Figure 1. The metal 2 layer (run 1).
The bar under the picture is 20 µm long. Cells faint in the background.
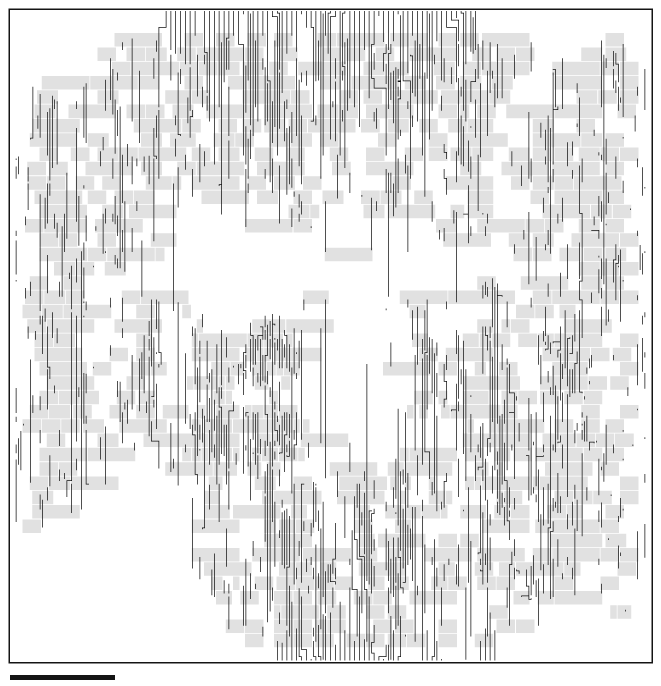
Figure 2. Cell sizes after repair (run 1).
The bar under the picture is 20 µm long.
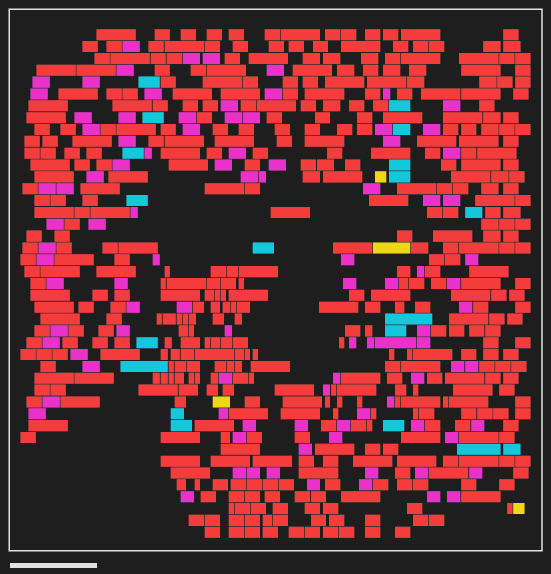
Figure 3. Routing congestion (run 1).
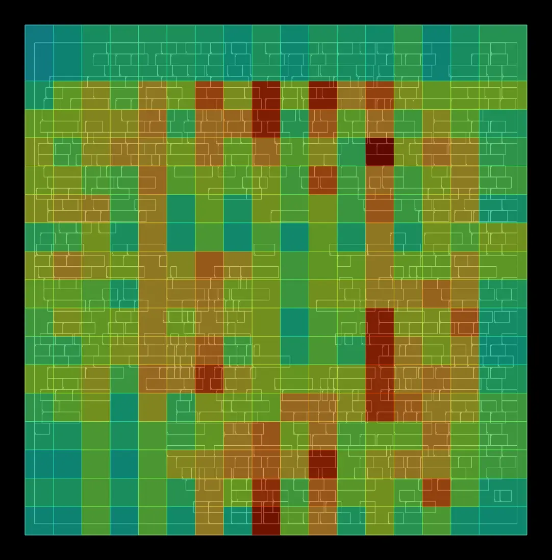
Figure 4. Zoomed window (run 1).
The bar under the picture is 10 µm long. Region (41, 17) to (81, 57) µm. Cells in gray, sequential cells in the stronger gray; small squares are vias.
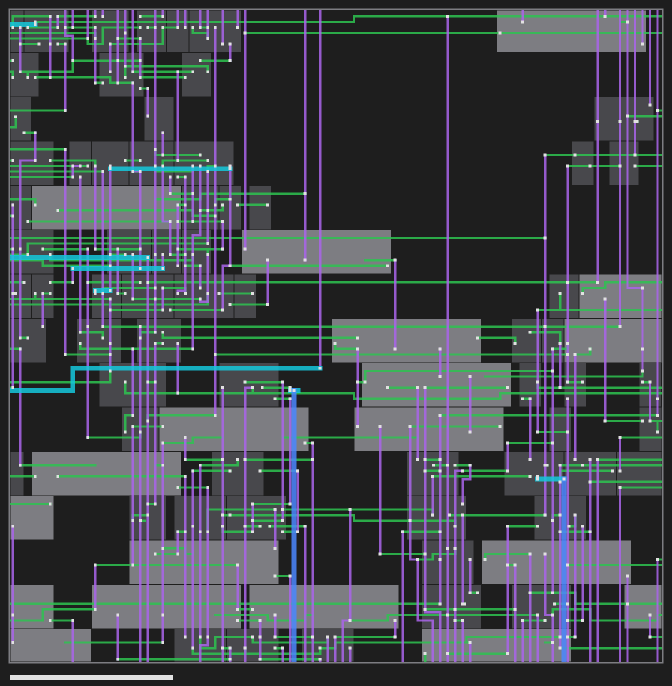
## src/rtl/alu_pkg.sv

```systemverilog
// alu_pkg: shared definitions for the ALU sequencer.
//   - ALU_W            datapath width of the gate-level ALU
//   - OP_*             request / ALU control op codes
//   - seq_state_t      sequencer FSM states
//   - op_is_single()   true for ops the ALU performs in one pass
package alu_pkg;

  localparam int ALU_W = 32;

  localparam logic [2:0] OP_ADD = 3'b000;
  localparam logic [2:0] OP_SUB = 3'b001;
  localparam logic [2:0] OP_XOR = 3'b010;
  localparam logic [2:0] OP_SLT = 3'b011;
  localparam logic [2:0] OP_MUL = 3'b100;

  typedef enum logic [2:0] {
    ST_IDLE      = 3'd0,
    ST_WAIT      = 3'd1,
    ST_MUL_CHECK = 3'd2,
    ST_MUL_WAIT  = 3'd3,
    ST_RESP      = 3'd4
  } seq_state_t;

  // ADD/SUB/XOR/SLT all live in the lower half of the op space.
  function automatic logic op_is_single(input logic [2:0] op);
    return (op[2] == 1'b0);
  endfunction

endpackage

```

## src/rtl/alu_settle_counter.sv

```systemverilog
// alu_settle_counter: down-counter that times the ALU settle window.
// Ports:
//   clk, rst_n  clock / asynchronous active-low reset
//   load        load load_val (takes priority over dec)
//   load_val    value to load (settle cycles minus one)
//   dec         decrement by one, saturating at zero
//   done        count has reached zero
module alu_settle_counter #(
  parameter int WIDTH = 8
) (
  input  logic             clk,
  input  logic             rst_n,
  input  logic             load,
  input  logic [WIDTH-1:0] load_val,
  input  logic             dec,
  output logic             done
);

  logic [WIDTH-1:0] cnt_reg;

  always_ff @(posedge clk or negedge rst_n) begin
    if (!rst_n) begin
      cnt_reg <= '0;
    end else if (load) begin
      cnt_reg <= load_val;
    end else if (dec && (cnt_reg != '0)) begin
      cnt_reg <= cnt_reg - 1'b1;
    end
  end

  assign done = (cnt_reg == '0);

endmodule

```

## src/rtl/alu_sequencer.sv

```systemverilog
// alu_sequencer: multi-cycle initiator for the combinational gate-level ALU.
// Accepts one request at a time (req_*), drives the ALU inputs (alu_a/b/ctrl),
// waits SETTLE_CYCLES edges for the ripple chain to settle, captures the ALU
// result and flags and presents them on rsp_* until rsp_ready.
// Ports:
//   clk, rst_n                    clock / asynchronous active-low reset
//   req_valid/ready, req_op/a/b   request handshake and operands
//   rsp_valid/ready, rsp_*        response handshake, result and flags
//   alu_a/b/ctrl                  registered drive to the ALU
//   alu_out/zero/overflow/cout    ALU outputs (sampled after settling)
// Build option: define ALU_SEQ_MUL_EN to enable iterative MUL (op 100) via
// repeated ALU ADDs; without it op 100 is answered as illegal.
module alu_sequencer
  import alu_pkg::*;
#(
  parameter int SETTLE_CYCLES = 8
) (
  input  logic             clk,
  input  logic             rst_n,
  input  logic             req_valid,
  output logic             req_ready,
  input  logic [2:0]       req_op,
  input  logic [ALU_W-1:0] req_a,
  input  logic [ALU_W-1:0] req_b,
  output logic             rsp_valid,
  input  logic             rsp_ready,
  output logic [ALU_W-1:0] rsp_result,
  output logic             rsp_zero,
  output logic             rsp_overflow,
  output logic             rsp_cout,
  output logic             rsp_illegal,
  output logic [ALU_W-1:0] alu_a,
  output logic [ALU_W-1:0] alu_b,
  output logic [2:0]       alu_ctrl,
  input  logic [ALU_W-1:0] alu_out,
  input  logic             alu_zero,
  input  logic             alu_overflow,
  input  logic             alu_cout
);

  localparam logic [7:0] SETTLE_LOAD = 8'(SETTLE_CYCLES - 1);

  seq_state_t       state_reg, state_next;
  logic [ALU_W-1:0] alu_a_reg, alu_a_next;
  logic [ALU_W-1:0] alu_b_reg, alu_b_next;
  logic [2:0]       alu_ctrl_reg, alu_ctrl_next;
  logic [ALU_W-1:0] result_reg, result_next;
  logic             zero_reg, zero_next;
  logic             ovf_reg, ovf_next;
  logic             cout_reg, cout_next;
  logic             illegal_reg, illegal_next;
`ifdef ALU_SEQ_MUL_EN
  logic [ALU_W-1:0] acc_reg, acc_next;
  logic [ALU_W-1:0] m_reg, m_next;
  logic [ALU_W-1:0] q_reg, q_next;
`endif
  logic             cnt_load, cnt_dec, cnt_done;

  alu_settle_counter #(.WIDTH(8)) u_settle (
    .clk      (clk),
    .rst_n    (rst_n),
    .load     (cnt_load),
    .load_val (SETTLE_LOAD),
    .dec      (cnt_dec),
    .done     (cnt_done)
  );

  always_ff @(posedge clk or negedge rst_n) begin
    if (!rst_n) begin
      state_reg    <= ST_IDLE;
      alu_a_reg    <= '0;
      alu_b_reg    <= '0;
      alu_ctrl_reg <= OP_ADD;
      result_reg   <= '0;
      zero_reg     <= 1'b0;
      ovf_reg      <= 1'b0;
      cout_reg     <= 1'b0;
      illegal_reg  <= 1'b0;
`ifdef ALU_SEQ_MUL_EN
      acc_reg      <= '0;
      m_reg        <= '0;
      q_reg        <= '0;
`endif
    end else begin
      state_reg    <= state_next;
      alu_a_reg    <= alu_a_next;
      alu_b_reg    <= alu_b_next;
      alu_ctrl_reg <= alu_ctrl_next;
      result_reg   <= result_next;
      zero_reg     <= zero_next;
      ovf_reg      <= ovf_next;
      cout_reg     <= cout_next;
      illegal_reg  <= illegal_next;
`ifdef ALU_SEQ_MUL_EN
      acc_reg      <= acc_next;
      m_reg        <= m_next;
      q_reg        <= q_next;
`endif
    end
  end

  always_comb begin
    state_next    = state_reg;
    alu_a_next    = alu_a_reg;
    alu_b_next    = alu_b_reg;
    alu_ctrl_next = alu_ctrl_reg;
    result_next   = result_reg;
    zero_next     = zero_reg;
    ovf_next      = ovf_reg;
    cout_next     = cout_reg;
    illegal_next  = illegal_reg;
`ifdef ALU_SEQ_MUL_EN
    acc_next      = acc_reg;
    m_next        = m_reg;
    q_next        = q_reg;
`endif
    cnt_load      = 1'b0;
    cnt_dec       = 1'b0;

    case (state_reg)
      ST_IDLE: begin
        if (req_valid) begin
          if (op_is_single(req_op)) begin
            alu_a_next    = req_a;
            alu_b_next    = req_b;
            alu_ctrl_next = req_op;
            cnt_load      = 1'b1;
            state_next    = ST_WAIT;
          end
`ifdef ALU_SEQ_MUL_EN
          else if (req_op == OP_MUL) begin
            acc_next   = '0;
            m_next     = req_a;
            q_next     = req_b;
            state_next = ST_MUL_CHECK;
          end
`endif
          else begin
            // Unsupported op: answer immediately, ALU drive untouched.
            result_next  = '0;
            zero_next    = 1'b1;
            ovf_next     = 1'b0;
            cout_next    = 1'b0;
            illegal_next = 1'b1;
            state_next   = ST_RESP;
          end
        end
      end

      ST_WAIT: begin
        if (cnt_done) begin
          result_next  = alu_out;
          zero_next    = alu_zero;
          ovf_next     = alu_overflow;
          cout_next    = alu_cout;
          illegal_next = 1'b0;
          state_next   = ST_RESP;
        end else begin
          cnt_dec = 1'b1;
        end
      end

`ifdef ALU_SEQ_MUL_EN
      // Shift-and-add: one ALU ADD per set bit of the multiplier, zero bits
      // just shift. Stops as soon as no multiplier bits remain.
      ST_MUL_CHECK: begin
        if (q_reg == '0) begin
          result_next  = acc_reg;
          zero_next    = (acc_reg == '0);
          ovf_next     = 1'b0;
          cout_next    = 1'b0;
          illegal_next = 1'b0;
          state_next   = ST_RESP;
        end else if (q_reg[0]) begin
          alu_a_next    = acc_reg;
          alu_b_next    = m_reg;
          alu_ctrl_next = OP_ADD;
          cnt_load      = 1'b1;
          state_next    = ST_MUL_WAIT;
        end else begin
          m_next = m_reg << 1;
          q_next = q_reg >> 1;
        end
      end

      ST_MUL_WAIT: begin
        if (cnt_done) begin
          acc_next   = alu_out;
          m_next     = m_reg << 1;
          q_next     = q_reg >> 1;
          state_next = ST_MUL_CHECK;
        end else begin
          cnt_dec = 1'b1;
        end
      end
`endif

      ST_RESP: begin
        if (rsp_ready) begin
          state_next = ST_IDLE;
        end
      end

      default: begin
        state_next = ST_IDLE;
      end
    endcase
  end

  assign req_ready    = (state_reg == ST_IDLE);
  assign rsp_valid    = (state_reg == ST_RESP);
  assign rsp_result   = result_reg;
  assign rsp_zero     = zero_reg;
  assign rsp_overflow = ovf_reg;
  assign rsp_cout     = cout_reg;
  assign rsp_illegal  = illegal_reg;
  assign alu_a        = alu_a_reg;
  assign alu_b        = alu_b_reg;
  assign alu_ctrl     = alu_ctrl_reg;

endmodule
```

## config.mk

```make
export PLATFORM = sky130hd
export DESIGN_NAME = alu_sequencer
export DESIGN_NICKNAME = d
export VERILOG_FILES = /design/src/rtl/alu_pkg.sv /design/src/rtl/alu_settle_counter.sv /design/src/rtl/alu_sequencer.sv
export SDC_FILE = /design/constraint.sdc
export NUM_CORES = 1
export LEC_CHECK = 0
export ABC_CLOCK_PERIOD_IN_PS = 3050
export CAP_MARGIN = 5
export CORE_AREA = 2 2 120 122
export CTS_BUF_LIST = sky130_fd_sc_hd__clkbuf_8
export CTS_CLUSTER_DIAMETER = 40
export DETAILED_ROUTE_END_ITERATION = 8
export DIE_AREA = 0 0 122 124
export GPL_ROUTABILITY_DRIVEN = 1
export GPL_TIMING_DRIVEN = 0
export PLACE_DENSITY = 0.72
export SLEW_MARGIN = 15
export SYNTH_ARGS = -nofsm -noshare
export SYNTH_HDL_FRONTEND = slang
export SYNTH_HIERARCHICAL = 1
export SYNTH_SLANG_ARGS = --single-unit
```

## constraint.sdc

```tcl
create_clock -name clk -period 3.05 [get_ports clk]
set_input_delay 0.915 -clock clk [delete_from_list [all_inputs] [get_ports clk]]
set_output_delay 0.915 -clock clk [all_outputs]
set_load 0.02 [all_outputs]
```

==> ci_impl_report.md, run 1 <==
## PnR job results

| Metric | Value |
|---|---|
| WS Path Type | register to output port |
| Worst hold path class | primary input to async pin |
| Clock skew | 0.0129 ns |
| Worst slew margin | 52.5% |
| Req. time, crit path | 2.13 ns |
| Fin crit share | 95.8% |
| Setup violators final | 0 |
| Core area | 13700 µm² |
| DRT Pass-1 Iters | 4 |
| Fin nets | 679 |
| Crit path DAT | 2.01 ns |
| Antenna-violating nets left | 0 |
| Final Critical Period | 2.92 ns |
| Num CTS Buffers | 9 |
| Die height | 124 µm |
| Total power | 6.41 mW |
| Fp util | 34.9% |
| CP max stage delay | 0.55 ns |
| Placer Congestion | 0.792 |
| Clock transition at path regs | 0.11 ns |
| Status | complete, no violations |
| Place WS | -0.195 ns |
| DRC viols | 0 |
| Count of tool warnings | 27 |
| Seq share, synth | 58.5% |
| Vias in the first global route | 4010 |
| Antenna violations before repair | 0 |
| Final Hold Fails | 0 |
| FFs w/ async S/R, synth | 100% |
| FP Rows | 43 |
| Final core area utilization | 54.1% |
| Final setup margin | 0.127 ns |
| DR vias | 3794 |
| Fillers | 1205 |
| Maximum number of pins on one net before global-route repair | 58 |
| Max Used Layer | met4 |
| CTS HTree Levels | 3 |
| Sum Neg Setup Slack | 0 ns |
| # IOs | 211 |
| DRT met1 WL | 5.51 mm |
| Ys flops | 112 |
| Pwr/cell area | 864 nW/µm² |
## Picture notes: Figure 1
The wires run mostly vertical. 625 nets have wire on it. The layer carries 6440 µm of wire. The layer holds 49% of the routed length. The longest straight run is 49.0 µm.
drt total wl: 13.3 mm
M2 GR Usage: 27.6%

## Picture notes: Figure 2
x6 and larger: drawn in cyan, cells 19, share 3.3%. x2: drawn in magenta, cells 97, share 17%. x3 and x4: drawn in yellow, cells 4, share 0.69%. x1 and smaller: drawn in red, cells 456, share 79%.
Non-CTS buffers: 240
Area Growth Syn to Fin: 54.9%

## Picture notes: Figure 3
GRT Max-Usage Layer: met2
met3 Use GR: 4.72%
mean routed wirelength per cell: 17.5 µm
gr usage total: 17.1%
GRT met1 Usage: 21.6%

## Picture notes: Figure 4
M3: drawn in cyan. M1: drawn in green. M2: drawn in purple. M4: drawn in blue.
Sequential cells in the window: 16. 75 logic cells have their middle in the window. Netlist names of flops here include rsp_result (13), u_settle/cnt_reg (2). Most frequent: dfrtp_1 (16), a31o_2 (9), and4b_1 (7).

run 1: final timing paths:
kind	to	cells past startpoint	startpoint	slack, ns
min in group clk	alu_b[13]	1	alu_b[13]	0.50
setup / recovery	rsp_valid	4	state_reg[0]	0.13
hold / removal	rsp_result[6]	1	rst_n	0.47
max in group asynchronous	alu_b[0]	2	rst_n	1.90
setup reg to reg	u_settle/cnt_reg[5]	10	u_settle/cnt_reg[0]	0.25
hold reg to reg	alu_b[13]	1	alu_b[13]	0.50
run 1: report_power, final:
group | total [mW] | internal (mW) | switching [mW]
combinational | 3.01 | 1.55 | 1.45
clock | 1.04 | 0.532 | 0.508
sequential | 2.36 | 2.04 | 0.322
total | 6.41 | 4.12 | 2.28
run 1: metal layers:
layer | vias to the layer above | GRT usage (%)
met5 | - | 0
met4 | 0 | 7.04
met3 | 19 | 4.72
met2 | 158 | 27.6
met1 | 1880 | 21.6
li1 | 1737 | -
run 1: placed cells by master, fill, tap and decap left out, drive strengths merged, types with 2 or more instances in the layout:
cell,count
a211o,3
a21oi,3
a221o,2
a31o,34
a31oi,3
and4b,34
buf,15
bufinv,2
clkbuf,29
clkdlybuf4s50,208
clkinv,2
conb,9
dfrtp,112
ha,2
inv,4
mux2,66
nand2,2
nand2b,2
nand3,3
nand4,2
nor2,7
nor2b,3
nor3,3
nor3b,3
nor4bb,2
o21ai,2
or3b,3
or4,3
run 1: logic make-up (layout without fill, tap and decap cells):
kind of cell | after synthesis | after routing | share of synthesized area [%]
other | 2 | 9 | 0.157
and+or+nand+nor | 72 | 72 | 12.4
muxes | 66 | 66 | 15.5
adders and majority gates | 2 | 2 | 0.522
AOI/OAI and AO/OA | 55 | 55 | 9.56
DFF | 112 | 112 | 58.5
buffers and inverters | 34 | 260 | 3.32
run 1: stage by stage:
step	std cells	hold slack, ns
2_1_floorplan	350	0.527
3_3_place_gp	739	0.465
3_5_place_dp	740	0.478
4_1_cts	756	0.493
5_1_grt	756	0.512
6_report	756	0.471
run 1: synthesized netlist by cell type (2+ instances only):
master and n:
nor2b_1 3, nand4_1 2, a221o_1 2, mux2_1 20
clkbuf_1 17, and4b_1 34, a31o_2 34, nand3_1 3
mux2_2 46, a21oi_1 3, conb_1 2, a31oi_1 3
dfrtp_1 112, buf_1 2, inv_1 3, nor3_1 3
nand2_1 2, or4_1 3, a211o_1 2, nand2b_1 2
nor4bb_1 2, nor2_1 7, or3b_2 2, buf_6 2
buf_2 7, nor3b_1 3, o21ai_0 2, buf_4 2
ha_1 2
run 1: worst max-delay path: cells and delay by family, from the launching register on:
family / cells / cell delay [ns]
buffers and inverters: 3 / 1.20
flip-flops: 1 / 0.33
AND/OR/NAND/NOR: 1 / 0.09
run 1: area by class of cell:
type	count	area [µm²]	share of cell area, %
flip-flops and latches	112	2800	37.8
clock buffers	12	165	2.23
plain buffers	30	149	2.01
inverters	4	15.0	0.202
repair buffers	210	2120	28.6
well taps	180	225	3.04
multi-input cells	204	1860	25.1
clock inverters	4	73.8	0.995
run 1: repair_timing:
item	CTS	global route
resized	4	4
buffers inserted	0	0
endpoints found under the setup margin	13	32
hold buffers	0	0
pin swaps	0	0
hold endpoints to repair	0	0
==> run 2, diff against run 1 <==
- CAP_MARGIN: 5 -> 20
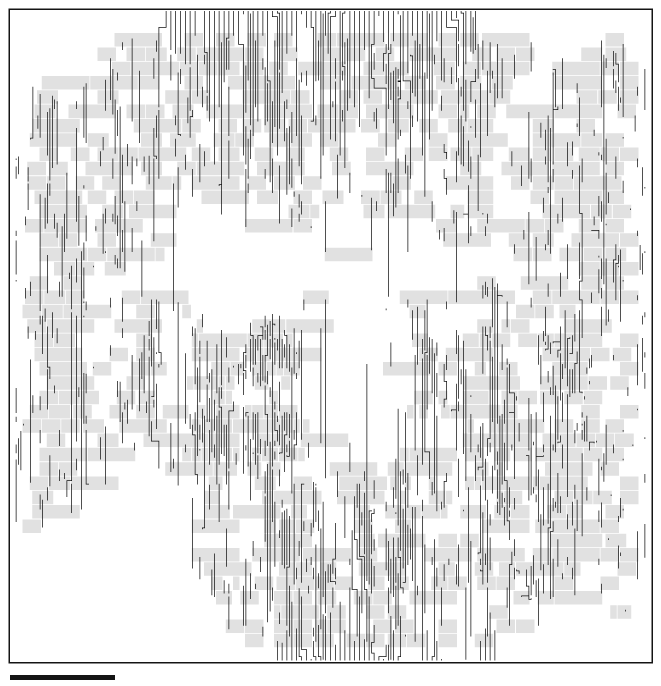
Figure 5: run 2, the metal 2 layer.
The bar under the picture is 20 µm long. Cells faint in the background.
The layer holds 49% of the routed length. 625 nets have wire on it. The longest straight run is 49.0 µm. The wires run mostly vertical.
DR vias: 3794

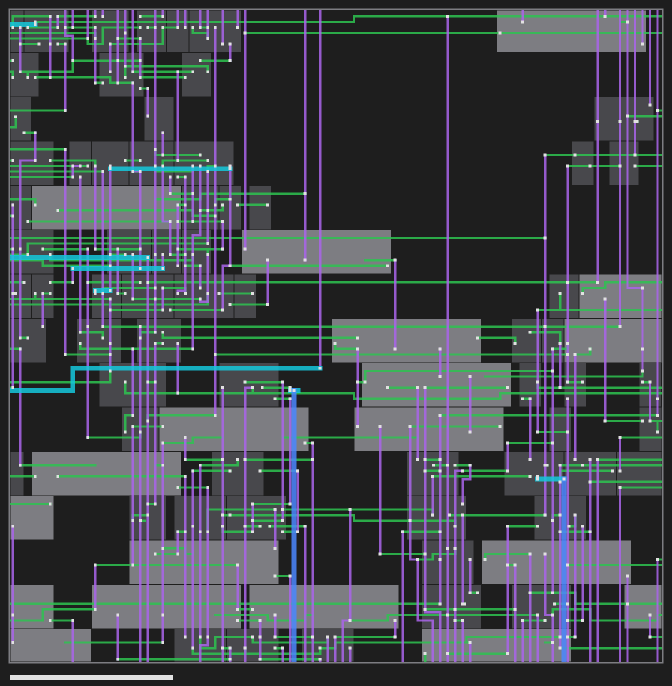
Figure 6: run 2, zoomed window.
The bar under the picture is 10 µm long. Region (41, 17) to (81, 57) µm. Cells in gray, sequential cells in the stronger gray; small squares are vias.
M4: drawn in blue. M2: drawn in purple. M1: drawn in green. M3: drawn in cyan.
Sequential cells in the window: 16. 75 logic cells have their middle in the window. Netlist names of flops here include rsp_result (13), u_settle/cnt_reg (2). Most frequent: dfrtp_1 (16), a31o_2 (9), and4b_1 (7).

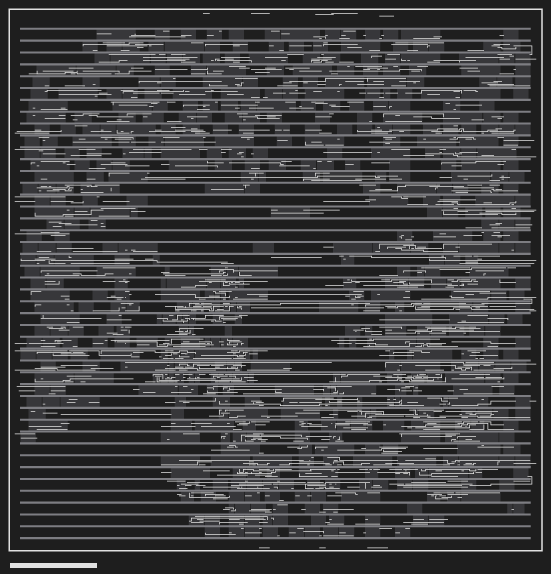
Figure 7: run 2, metal 1.
The bar under the picture is 20 µm long. Supply wires on this layer in gray. Cells faint in the background.
The layer carries 5510 µm of wire. The longest straight run is 47.4 µm. 585 nets have wire on it. The layer holds 42% of the routed length.

==> run 2 against run 1 <==
Power stayed put; critical path depth stayed put; via count stayed put; global-route usage stayed put; clock power hardly changed; hold slack stayed put; cell area stayed put; critical endpoint unchanged; clock skew stayed put; highest routed layer unchanged; sequential power hardly changed; largest power group unchanged; largest cell class unchanged.
==> ci_impl_report.md, run 2 <==
## PnR job results

| Metric | Value |
|---|---|
| WP buf/inv | 3 |
| Fin nets | 679 |
| Worst hold path class | primary input to async pin |
| GRT Max-Usage Layer | met2 |
| Total power | 6.41 mW |
| Count of tool warnings | 27 |
| Top cell excl fill/tap | clkdlybuf4s50_1 |
| M2 GR Usage | 27.6% |
| Drt total wl | 13.3 mm |
| Critical R2R Launch | u_settle/cnt_reg[0] |
| Area Growth Syn to Fin | 54.9% |
| Post-CTS setup buffer count | 0 |
| DRC viols | 0 |
| Crit path DAT | 2.01 ns |
| Reg2Reg Setup Slack | 0.25 ns |
| Fin crit share | 95.8% |
| Top Layout Cells | 208 x clkdlybuf4s50_1, 111 x dfrtp_1, 46 x mux2_2 |
| Family with the most delay on the worst path | buffers and inverters |
| Pwr/cell area | 864 nW/µm² |
| Status | complete, no violations |
| Req. time, crit path | 2.13 ns |
| Num CTS Buffers | 9 |
| Vias in the first global route | 4010 |
| Antenna-violating nets left | 0 |
| Worst slew margin | 52.5% |
| Ys flops | 112 |
| Core area | 13700 µm² |
| Clock transition at path regs | 0.11 ns |
| Hold WS | 0.471 ns |
| Fp util | 34.9% |
| Reg2reg end | u_settle/cnt_reg[5] |
| Mean routed wirelength per cell | 17.5 µm |
| Commonest cells in the netlist | 112 x dfrtp_1, 46 x mux2_2, 34 x a31o_2, 34 x and4b_1, 20 x mux2_1 |
| Maximum number of pins on one net before global-route repair | 58 |
| Gr usage total | 17.1% |
| Final Hold Fails | 0 |
| CP max stage delay | 0.55 ns |
| Met3 Use GR | 4.72% |
| Final setup margin | 0.127 ns |
| DRT Pass-1 Iters | 4 |
| Setup violators final | 0 |
## run 2: cell counts in the layout (fill, tap and decap cells not counted)
Identical to the previous run, type by type.
## run 2: logic make-up (layout without fill, tap and decap cells)
| logic type | Yosys count | in the layout | share of synthesized area [%] |
|---|---|---|---|
| other | 2 | 9 | 0.157 |
| adders and majority gates | 2 | 2 | 0.522 |
| DFF | 112 | 112 | 58.5 |
| AOI/OAI and AO/OA | 55 | 55 | 9.56 |
| buffers and inverters | 34 | 260 | 3.32 |
| muxes | 66 | 66 | 15.5 |
| and+or+nand+nor | 72 | 72 | 12.4 |
## run 2: worst max-delay path by stage
stage	slack (ns)	from	cells past startpoint	end
2_1_floorplan	0.48	u_settle/cnt_reg[0]	10	u_settle/cnt_reg[7]
3_3_place_gp	-3.15	rst_n	1	alu_b[1]
3_5_place_dp	-0.19	u_settle/cnt_reg[0]	10	u_settle/cnt_reg[7]
4_1_cts	0.09	u_settle/cnt_reg[0]	10	u_settle/cnt_reg[3]
5_1_grt	0.004	u_settle/cnt_reg[0]	10	u_settle/cnt_reg[7]
6_report	0.13	state_reg[0]	4	rsp_valid
## run 2: per-layer routing
layer / vias up / part of all wire [%]
met4: 0 / 2.1
met5: - / 0
met2: 158 / 49
li1: 1737 / -
met3: 19 / 7.8
met1: 1880 / 42
## run 2: stage by stage
step | util, % | TNS (ns) | std cells
floorplan | - | 0 | 350
global placement | 52.0 | -352.03 | 739
detailed placement | 52.2 | -1.06 | 740
CTS | 54.0 | 0 | 756
global route | 54.1 | 0 | 756
finish | 54.1 | 0 | 756
## run 2: area by class of cell
| type | instances | area, µm² |
|---|---|---|
| buffer | 30 | 149 |
| clock buffer | 12 | 165 |
| clock inverter | 4 | 73.8 |
| fill | 1205 | 6300 |
| inverter | 4 | 15.0 |
| multi-input combinational | 204 | 1860 |
| sequential | 112 | 2800 |
| tap | 180 | 225 |
| timing repair buffer | 210 | 2120 |
## run 2: repair_timing
action,in CTS,in global routing
endpoints found under the hold margin,0,0
gates resized,4,4
hold buffers,0,0
endpoints found under the setup margin,13,32
## run 2: where the power goes
group | leakage [nW] | internal (mW) | switching (mW)
clock network | 0.123 | 0.532 | 0.508
logic | 1.67 | 1.55 | 1.45
registers | 1.39 | 2.04 | 0.322
total | 3.19 | 4.12 | 2.28
Power is estimated from default activity; no workload was simulated.
